## config.mk

```make
export PLATFORM = sky130hd
export DESIGN_NAME = encoder_8x3_pending
export DESIGN_NICKNAME = d
export VERILOG_FILES = /design/src/rtl/enc_pkg.sv /design/src/rtl/prio_enc_8x3.sv /design/src/rtl/encoder_8x3_pending.sv
export SDC_FILE = /design/constraint.sdc
export NUM_CORES = 1
export LEC_CHECK = 0
export CAP_MARGIN = 30
export CORE_AREA = 2 2 39 41
export CTS_CLUSTER_DIAMETER = 150
export DETAILED_ROUTE_END_ITERATION = 12
export DIE_AREA = 0 0 41 43
export DONT_BUFFER_PORTS = 1
export HOLD_SLACK_MARGIN = 0.06
export SETUP_SLACK_MARGIN = 0.1
export SYNTH_ARGS = -nofsm -noshare
export SYNTH_HDL_FRONTEND = slang
export SYNTH_HIERARCHICAL = 1
export SYNTH_SLANG_ARGS = --single-unit
```

## constraint.sdc

```tcl
create_clock -name clk -period 2.2 [get_ports clk]
set_clock_uncertainty 0.05 [all_clocks]
set_input_delay 0.44 -clock clk [delete_from_list [all_inputs] [get_ports clk]]
set_output_delay 0.44 -clock clk [all_outputs]
set_load 0.02 [all_outputs]
```

## src/rtl/enc_pkg.sv

```systemverilog
// Shared sizing and helpers for the 8-to-3 pending priority encoder.
package enc_pkg;

  localparam int N = 8;
  localparam int W = $clog2(N);

  // Expand a line index into a single-bit mask over the request lines.
  function automatic logic [N-1:0] onehot(input logic [W-1:0] idx);
    logic [N-1:0] mask;
    mask      = '0;
    mask[idx] = 1'b1;
    return mask;
  endfunction

endpackage

```

## src/rtl/prio_enc_8x3.sv

```systemverilog
// Pure combinational priority encoder: highest set bit wins, plus any/multi flags.
module prio_enc_8x3
  import enc_pkg::*;
(
  input  logic [N-1:0] vec_i,
  output logic [W-1:0] code_o,
  output logic         any_o,
  output logic         multi_o
);

  // Ascending scan so the highest set index is the last one written.
  always_comb begin
    code_o = '0;
    for (int i = 0; i < N; i++) begin
      if (vec_i[i]) begin
        code_o = W'(i);
      end
    end
  end

  assign any_o   = |vec_i;
  assign multi_o = |(vec_i & (vec_i - N'(1)));

endmodule

```

## src/rtl/encoder_8x3_pending.sv

```systemverilog
// Registered 8-to-3 priority encoder with sticky request capture, ack-driven clear
// and a sticky overrun flag.
module encoder_8x3_pending
  import enc_pkg::*;
(
  input  logic         clk,
  input  logic         rst,
  input  logic         enable,
  input  logic [N-1:0] req,
  input  logic         ack,
  output logic [W-1:0] code,
  output logic         valid,
  output logic         multi,
  output logic [N-1:0] pending,
  output logic         overrun
);

  logic [N-1:0] pending_q, pending_d;
  logic         overrun_q, overrun_d;
  logic [N-1:0] clr_mask;
  logic [N-1:0] set_mask;

  prio_enc_8x3 u_prio (
    .vec_i   (pending_q),
    .code_o  (code),
    .any_o   (valid),
    .multi_o (multi)
  );

  // Set is OR-ed after the clear, so a re-request of the acked line keeps it pending.
  always_comb begin
    clr_mask  = (valid && ack) ? onehot(code) : '0;
    set_mask  = enable ? req : '0;
    pending_d = (pending_q & ~clr_mask) | set_mask;
    overrun_d = overrun_q | (|(set_mask & pending_q & ~clr_mask));
  end

  always_ff @(posedge clk) begin
    if (rst) begin
      pending_q <= '0;
      overrun_q <= 1'b0;
    end else begin
      pending_q <= pending_d;
      overrun_q <= overrun_d;
    end
  end

  assign pending = pending_q;
  assign overrun = overrun_q;

endmodule

```

==> results_slide.txt <==
Key Metrics from the Run

GRT
  • Initial antenna violation count: 0
  • Grt met1 use: 0.261
  • Largest net degree at the start of global routing: 10
  • Total grt overflow: 0
  • First-pass GRT wire length: ~2500 um

Detailed routing
  • Routed wl met2: between 700 and 800 um
  • Routed via count: just under 600
  • DRT Pass-1 Iters: 4
  • Top Metal Used: met4
  • Total Wirelength: between 1500 and 2000 um

Layout
  • Proportion of cell area spent on the clock network: 0.0374
  • Reg area: 186 um2
  • Post-layout instance area: around 700 um2
  • Seq area share: 0.266
  • Non-Filler Instances: 101
  • Clock buf count: 4
  • Comb area: around 390 um2
  • Area delta synth->final: 20.6%
  • N_diodes: 0
  • Max reg flops: 8
  • Comb_multi_in: about 60
  • Commonest Layout Cell: nand2_1
  • Final Util: 0.507
  • Non-clock buffer share: 0.0856

Synthesis
  • XOR/XNOR Area Share: 0
  • Number of enable flip-flop cells: 0
  • Post-synthesis cell count: 75
  • Top-area cell share: 0.310
  • Fa+ha+maj area frac: 0.0172
  • Unique cell types: 30
  • Top FF cell, synth: dfxtp_1
  • Synth Warn #: 6
  • # Cells Yosys: roughly 75
  • Post-Syn Area: 582 um2
  • Ys flops: 9
  • Seq/Total Area, Yosys: 0.310
  • Most common cell in the netlist: nand2_1
  • Biggest area consumer among synthesized cells: dfxtp_1

Critical path
  • CP endpoint: multi
  • CP Launch Point: pending[0]
  • Max incr delay on CP: approximately 0.4 ns
  • Setup crit end kind: output port
  • CP Data Arrival Time: ~1.5 ns
  • Worst R2R End: overrun
  • Setup CP Type: register to output port
  • CP max-delay cell: dfxtp_4
  • Startpoint Class: register
  • WP data required: 1.71 ns
  • Worst path bufs/invs: 1

Floorplan
  • Core area: around 1400 um2
  • Chip area: 1760 um2
  • Pre-Place Util: 0.420
  • Die y size: roughly 43 um
  • Number of well taps: 16

Placed design
  • # port buffers: 0
  • Post-DP HPWL: between 1000 and 1500 um
  • Dpl ws: 0.244 ns
  • Routability-driven placement congestion ratio: between 0.7 and 0.8

Power
  • Worst vdd ir: about 0.34 mV
  • P per Cell Area: ~730 nW/um2
  • Sw Ratio: 0.372
  • Switching power: 0.000189 W
  • Comb power: around 0.00017 W
  • Power Clock: between 0.0001 and 0.00015 W
  • Seq pwr share: 0.414
  • Combinational power share: 0.323
  • Int Pwr: 0.000319 W
  • Top pwr grp: sequential cells
  • Overall Power: ~0.00051 W
  • Seq power: around 0.00021 W
  • Clock power share: 0.263

Final timing
  • Final Cycle Share: 0.921
  • Max frequency: 494 MHz
  • Min Tclk post-route: about 2.0 ns
  • Final TNS setup: 0 ns
  • Unrepaired setup endpoints after global routing: true
  • Max Slew Vio Count: 0
  • Hold Vio Cnt, Final: 0
  • PnR worst setup slack: ~0.17 ns

CTS
  • CTS tree: done
  • # Post-CTS Setup Buffers: 0
  • Clk root buf: clkbuf_4
  • Clk sinks: 9
  • H-tree Lvls: 1

Flow run
  • Total tool warning count: 27

Min path
  • WHS Path Cells: 1
  • Hold path start: rst

Status
  • Outcome: finished clean
**Local utilization**

(8 px per um) The die is cut into 8 by 9 equal tiles; black is low, pale yellow is high, 0 to 100% covered.
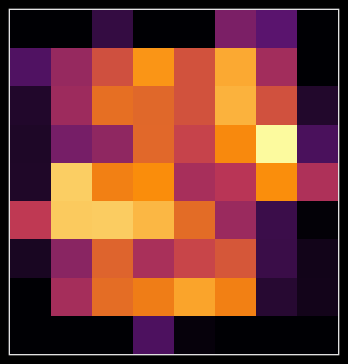
The fullest tile reaches 99%. The emptiest ninth of the die: bottom right. 15% of the tiles are over 75% full. 21% of the tiles are nearly empty. The densest ninth of the die: middle.

**Zoomed window**

Window x 8 to 33, y 9 to 34 um. Cells in gray, sequential cells in the stronger gray; small squares are vias.
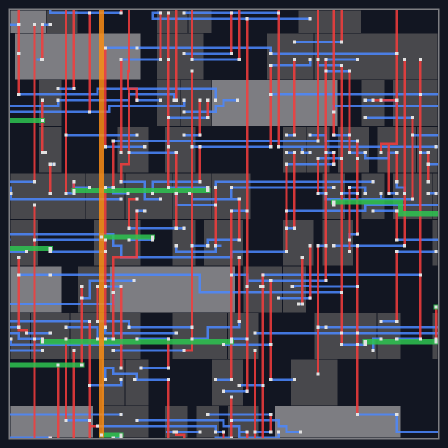
Key: red = metal 2; orange = metal 4; green = metal 3; blue = metal 1
Sequential cells in the window: 5. Most frequent: nand2_1 (7), dfxtp_1 (5). 51 logic cells have their middle in the window. Netlist names of flops here include pending (4), overrun (1).

**Drive-strength map**

(12 px per um)
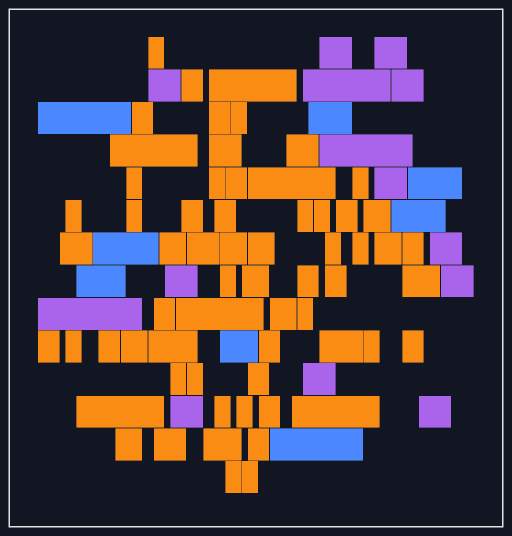
Key: purple = _3 and _4 cells [cells 14]; orange = _0 and _1 cells [cells 63]; blue = _2 cells [cells 8]

**Routing congestion map**

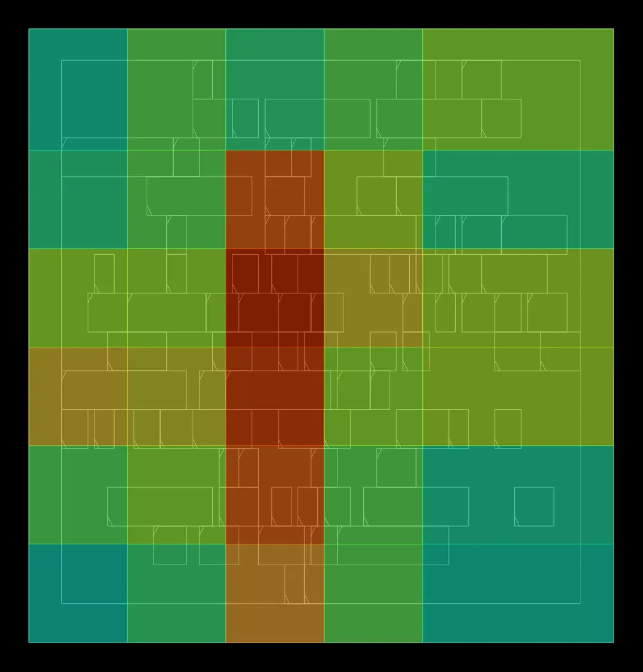
met2 usage: 0.306
met3 Usage GRT: 0.0524

Power figures rest on the tool's default switching activity, not on a simulated workload.
